==> images/logic_types.png <==
Scale bar: 50 um.
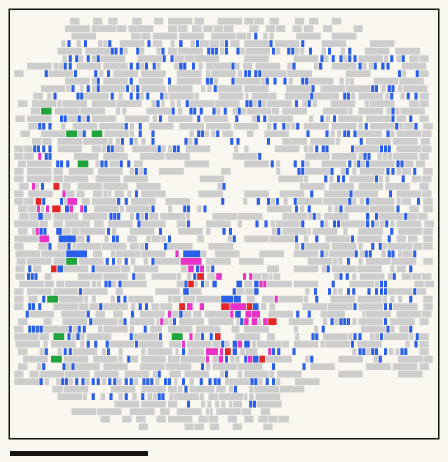
==> images/detail.png <==
Scale bar: 10 um. Window x 65 to 90, y 34 to 59 um. Cells in gray, sequential cells in the stronger gray; small squares are vias.
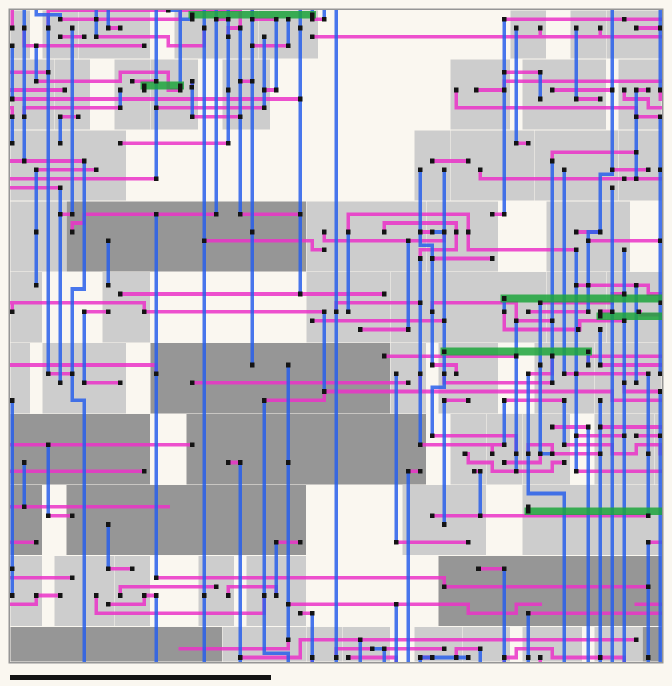
==> images/metal_density.png <==
31 x 31 tiles, from black (low) to pale yellow (high), scaled to the fullest tile. Values are wire area over tile area, all layers added.
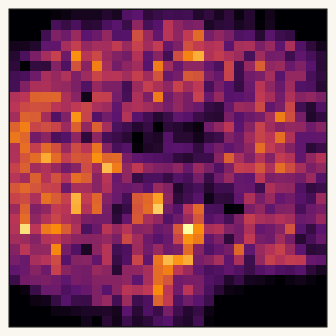
==> images/clk_routes.png <==
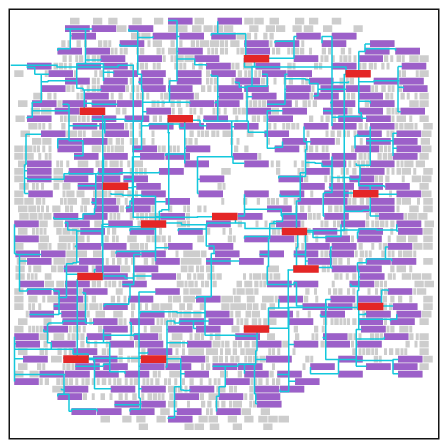
===== src/rtl/adc_frame_receiver.sv =====
// Word-sync framed deserializer for N_CH serial ADC lanes with frame-timing checks and lock tracking.
// Optional ADC_RX_TESTPAT_EN adds a test_mode input that replaces lane data with (frame_cnt + lane).

module adc_rx_lane #(
    parameter int DATA_BITS = 18
) (
    input  logic                 PLL_clk_100MHz,
    input  logic                 rst,
    input  logic                 sample_en,
    input  logic                 start,
    input  logic                 load,
    input  logic                 sdata,
    input  logic                 tp_en,
    input  logic [DATA_BITS-1:0] tp_word,
    output logic [DATA_BITS-1:0] word
);
    logic [DATA_BITS-1:0] shift_nxt;

    generate
        if (DATA_BITS == 1) begin : g_one
            assign shift_nxt = sdata;
        end else begin : g_multi
            logic [DATA_BITS-2:0] shreg;
            // start drops any partial word left over from an aborted frame
            assign shift_nxt = start ? {{(DATA_BITS-1){1'b0}}, sdata} : {shreg, sdata};
            always_ff @(posedge PLL_clk_100MHz or posedge rst) begin
                if (rst)            shreg <= '0;
                else if (sample_en) shreg <= shift_nxt[DATA_BITS-2:0];
            end
        end
    endgenerate

    always_ff @(posedge PLL_clk_100MHz or posedge rst) begin
        if (rst)       word <= '0;
        else if (load) word <= tp_en ? tp_word : shift_nxt;
    end
endmodule

module adc_frame_receiver #(
    parameter int N_CH        = 8,
    parameter int DATA_BITS   = 18,
    parameter int FRAME_CLKS  = 50,
    parameter int SYNC_WIDTH  = 5,
    parameter int CONV_OFFSET = 10,
    parameter int LOCK_FRAMES = 4
) (
    input  logic                        PLL_clk_100MHz,
    input  logic                        rst,
    input  logic                        ADCs_word_sync,
    input  logic                        ADCs_start_conv,
    input  logic [N_CH-1:0]             adc_sdata,
    input  logic                        err_clr,
`ifdef ADC_RX_TESTPAT_EN
    input  logic                        test_mode,
`endif
    output logic [N_CH*DATA_BITS-1:0]   adc_data,
    output logic                        data_valid,
    output logic [15:0]                 frame_cnt,
    output logic                        locked,
    output logic [3:0]                  err_flags
);
    localparam int TO_CLKS = 2 * FRAME_CLKS;
    localparam int PCW     = $clog2(TO_CLKS + 1);
    localparam int BCW     = (DATA_BITS > 1) ? $clog2(DATA_BITS) : 1;
    localparam int LCW     = $clog2(SYNC_WIDTH + 2);
    localparam int GCW     = $clog2(LOCK_FRAMES + 1);

    typedef enum logic [1:0] {HUNT, SHIFT, DONE, WAIT} state_t;

    state_t             state, state_nxt;
    logic [BCW-1:0]     bit_cnt, bit_nxt, idx;
    logic               sample_en, start, load, overrun;
    logic               ws_prev, sc_prev, fall, rise, sc_fall, timeout;
    logic [PCW-1:0]     per_cnt;
    logic               per_valid, seen_fall;
    logic [LCW-1:0]     low_cnt;
    logic               width_ok;
    logic [GCW-1:0]     good_cnt;
    logic [3:0]         err_set;
    logic               good_fall;
    logic               tp_en;
    logic [N_CH-1:0][DATA_BITS-1:0] tp_word, lane_word;

    assign fall    = ws_prev & ~ADCs_word_sync;
    assign rise    = ~ws_prev & ADCs_word_sync;
    assign sc_fall = sc_prev & ~ADCs_start_conv;
    assign timeout = ~fall && (32'(per_cnt) + 1 == TO_CLKS);

    always_ff @(posedge PLL_clk_100MHz or posedge rst) begin
        if (rst) begin
            state   <= HUNT;
            bit_cnt <= '0;
        end else begin
            state   <= state_nxt;
            bit_cnt <= bit_nxt;
        end
    end

    // A fall always starts a word, whatever the state; DONE has already delivered its word.
    always_comb begin
        state_nxt = state;
        bit_nxt   = bit_cnt;
        idx       = bit_cnt;
        sample_en = 1'b0;
        start     = 1'b0;
        load      = 1'b0;
        overrun   = 1'b0;
        if (timeout) begin
            state_nxt = HUNT;
            bit_nxt   = '0;
        end else begin
            if (fall) begin
                sample_en = 1'b1;
                start     = 1'b1;
                idx       = '0;
                overrun   = (state == SHIFT);
            end else if (state == SHIFT) begin
                sample_en = 1'b1;
            end else if (state == DONE) begin
                state_nxt = WAIT;
            end
            if (sample_en) begin
                if (idx == BCW'(DATA_BITS - 1)) begin
                    load      = 1'b1;
                    state_nxt = DONE;
                    bit_nxt   = '0;
                end else begin
                    state_nxt = SHIFT;
                    bit_nxt   = idx + 1'b1;
                end
            end
        end
    end

    always_comb begin
        err_set    = 4'b0;
        err_set[0] = fall && per_valid && (32'(per_cnt) + 1 != FRAME_CLKS);
        err_set[1] = rise && (32'(low_cnt) != SYNC_WIDTH);
        err_set[2] = overrun;
        err_set[3] = sc_fall && seen_fall &&
                     (fall ? (CONV_OFFSET != 0) : (32'(per_cnt) + 1 != CONV_OFFSET));
    end

    assign good_fall = fall && per_valid && !err_set[0] && width_ok;

    always_ff @(posedge PLL_clk_100MHz or posedge rst) begin
        if (rst) begin
            ws_prev   <= 1'b1;
            sc_prev   <= 1'b1;
            per_cnt   <= '0;
            per_valid <= 1'b0;
            seen_fall <= 1'b0;
            low_cnt   <= '0;
            width_ok  <= 1'b0;
        end else begin
            ws_prev <= ADCs_word_sync;
            sc_prev <= ADCs_start_conv;
            if (fall)                          per_cnt <= '0;
            else if (32'(per_cnt) < TO_CLKS)   per_cnt <= per_cnt + 1'b1;
            if (fall)         per_valid <= 1'b1;
            else if (timeout) per_valid <= 1'b0;
            if (fall) seen_fall <= 1'b1;
            // low_cnt saturates one past the target so any over-long pulse still mismatches
            if (fall)
                low_cnt <= LCW'(1);
            else if (!ADCs_word_sync && !ws_prev && 32'(low_cnt) <= SYNC_WIDTH)
                low_cnt <= low_cnt + 1'b1;
            if (fall)      width_ok <= 1'b0;
            else if (rise) width_ok <= (32'(low_cnt) == SYNC_WIDTH);
        end
    end

    always_ff @(posedge PLL_clk_100MHz or posedge rst) begin
        if (rst) begin
            good_cnt  <= '0;
            locked    <= 1'b0;
            err_flags <= 4'b0;
        end else begin
            err_flags <= (err_clr ? 4'b0 : err_flags) | err_set;
            if (|err_set || timeout) begin
                good_cnt <= '0;
                locked   <= 1'b0;
            end else if (good_fall) begin
                if (32'(good_cnt) < LOCK_FRAMES) good_cnt <= good_cnt + 1'b1;
                if (32'(good_cnt) + 1 >= LOCK_FRAMES) locked <= 1'b1;
            end
        end
    end

    always_ff @(posedge PLL_clk_100MHz or posedge rst) begin
        if (rst) begin
            data_valid <= 1'b0;
            frame_cnt  <= '0;
        end else begin
            data_valid <= load;
            if (load) frame_cnt <= frame_cnt + 16'd1;
        end
    end

`ifdef ADC_RX_TESTPAT_EN
    assign tp_en = test_mode;
    for (genvar k = 0; k < N_CH; k++) begin : g_tp
        logic [16:0] tp_sum;
        assign tp_sum     = {1'b0, frame_cnt} + 17'(k);
        assign tp_word[k] = DATA_BITS'(tp_sum);
    end
`else
    assign tp_en   = 1'b0;
    assign tp_word = '0;
`endif

    for (genvar k = 0; k < N_CH; k++) begin : g_lane
        adc_rx_lane #(.DATA_BITS(DATA_BITS)) u_lane (
            .PLL_clk_100MHz (PLL_clk_100MHz),
            .rst            (rst),
            .sample_en      (sample_en),
            .start          (start),
            .load           (load),
            .sdata          (adc_sdata[k]),
            .tp_en          (tp_en),
            .tp_word        (tp_word[k]),
            .word           (lane_word[k])
        );
    end

    assign adc_data = lane_word;
endmodule


===== config.mk =====
export PLATFORM = sky130hd
export DESIGN_NAME = adc_frame_receiver
export DESIGN_NICKNAME = d
export VERILOG_FILES = /design/src/rtl/adc_frame_receiver.sv
export SDC_FILE = /design/constraint.sdc
export NUM_CORES = 1
export LEC_CHECK = 0
export CORE_MARGIN = 1
export CORE_UTILIZATION = 55
export CTS_CLUSTER_DIAMETER = 120
export CTS_CLUSTER_SIZE = 28
export DETAILED_ROUTE_END_ITERATION = 6
export PLACE_DENSITY = 0.83
export REMOVE_ABC_BUFFERS = 1
export SLEW_MARGIN = 15
export SYNTH_ARGS = -nofsm -noshare
export SYNTH_HDL_FRONTEND = slang
export SYNTH_SLANG_ARGS = --single-unit

===== constraint.sdc =====
create_clock -name PLL_clk_100MHz -period 29 [get_ports PLL_clk_100MHz]
set_input_delay 5.8 -clock PLL_clk_100MHz [delete_from_list [all_inputs] [get_ports PLL_clk_100MHz]]
set_output_delay 5.8 -clock PLL_clk_100MHz [all_outputs]
set_load 0.005 [all_outputs]

==> results_dict.tcl <==
# metrics dict for downstream scripts
set metrics [dict create \
    grt_pass1_vias 8575 \
    drv_slew 0 \
    busiest_layer "met2" \
    layout-drive-gt1-share_pct 3.53 \
    grt_use_met3_pct 5.24 \
    place_area_sq_um 14600 \
    buffers 186 \
    final_cell_mix "nand2_1 (450), dfrtp_1 (325), o21ai_0 (247), clkdlybuf4s50_1 (178), o21ai_1 (27)" \
    status "completed" \
    setup_viol 0 \
    tns_ps 0 \
    ys_async_sr_fraction_pct 100 \
    min_to "per_valid$_DFFE_PP0P_" \
    p_comb_share_pct 15.1 \
    hold_viol 0 \
    dominant_cells "registers" \
    crit_buf_inv 5 \
    final_core_util_pct 66.1 \
    timing.rr.end "g_lane[2].u_lane.word[11]$_DFFE_PP0P_" \
    endpoint "g_lane[2].u_lane.word[16]$_DFFE_PP0P_" \
    wl_per_cell_um 14.3 \
    num-multi-input-gates 861 \
    comb_area_sq_um 4130 \
    dr.pass1.iters 4 \
    r2r_setup_slack_ps 24430 \
    post_cts_resized 0 \
    clock.fmax_ghz 0.101 \
    hold_path.class "reg -> reg" \
    seq_share_pct 54.3 \
    clock_path_buffers 3 \
    tightestPinTransition_ps 1090 \
    core_area_sq_um 22800 \
    fp_util_pct 56.5 \
    vias 8910 \
    xor_area_share_pct 1.77 \
    power_switching_mw 0.240 \
    reg_top3 "g_lane.u_lane.word (144), g_lane.u_lane.g_multi.shreg (136), frame_cnt (16)" \
    yosys.area_share.simple_pct 16.8 \
    r2r-start "ws_prev$_DFF_PP1_" \
    cp_max_fo 142 \
    slew-limit-headroom_pct 27.1 \
    syn_to_final_growth_pct 17.0 \
    internal_power_mw 0.666 \
    fin_skew_ps 13.2 \
    min_path_cells 2 \
    instances_no_fill 1731 \
    finalWorstSetupSlack_ps 19080 \
    die_w_um 155 \
    taps 313 \
    rows 55 \
    hold_buffers 0 \
    num-fill-cells 1778 \
    netlist_logic_family_top "simple AND/OR/NAND/NOR gates" \
    clk_pin_slew_worst_paths_ps 100 \
    synthTopCellsByCount "nand2_1 (450), dfrtp_1 (325), o21ai_0 (247)" \
    cts_tree "done" \
    compound_area_share_pct 11.6 \
    ir_worst_vdd_mv 0.0438 \
    antenna_found_initial 0 \
    drc_errors 0 \
    p_comb_mw 0.137 \
    tool_warnings 40 \
    crit_chain "clkdlybuf4s50_1 > inv_1 > ha_1 > inv_4 > nand2_1 > ha_1 > nand2_1 > nor4_4 > nand3_4 > buf_4 > buf_6 > o21ai_0" \
    ff_type "dfrtp_1" \
    power_mw 0.906 \
    place_hpwl_um 15700 \
    dieArea_sq_um 24000 \
    drt-met1-wl_um 11300 \
    leakagePower_nw 6.60 \
]
-- logic_types.png (at the start) --
[magenta] NOR gates | cells: 40
[red] AND and OR gates | cells: 13
[green] multiplexers | cells: 9
[blue] NAND gates | cells: 470 | where: spread over the die

-- detail.png (at the start) --
[green] metal 3
[magenta] metal 1
[blue] metal 2
cells with their middle in the window: 59
netlist names of flops here include: good_cnt (2)
most frequent: nand2_1 (7), dfrtp_1 (7)
sequential cells in the window: 7

-- metal_density.png (at the start) --
emptiest ninth of the die: lower right
tiles over half the peak: 17%
mean over tiles: 0.16
nearly empty tiles: 9.6%

-- clk_routes.png (at the start) --
[cyan] clock wires | length: 3100 um
[purple] flip-flops | count: 327
[red] clock drivers | count: 15
flops lie: spread over the die
routed clock nets: 16

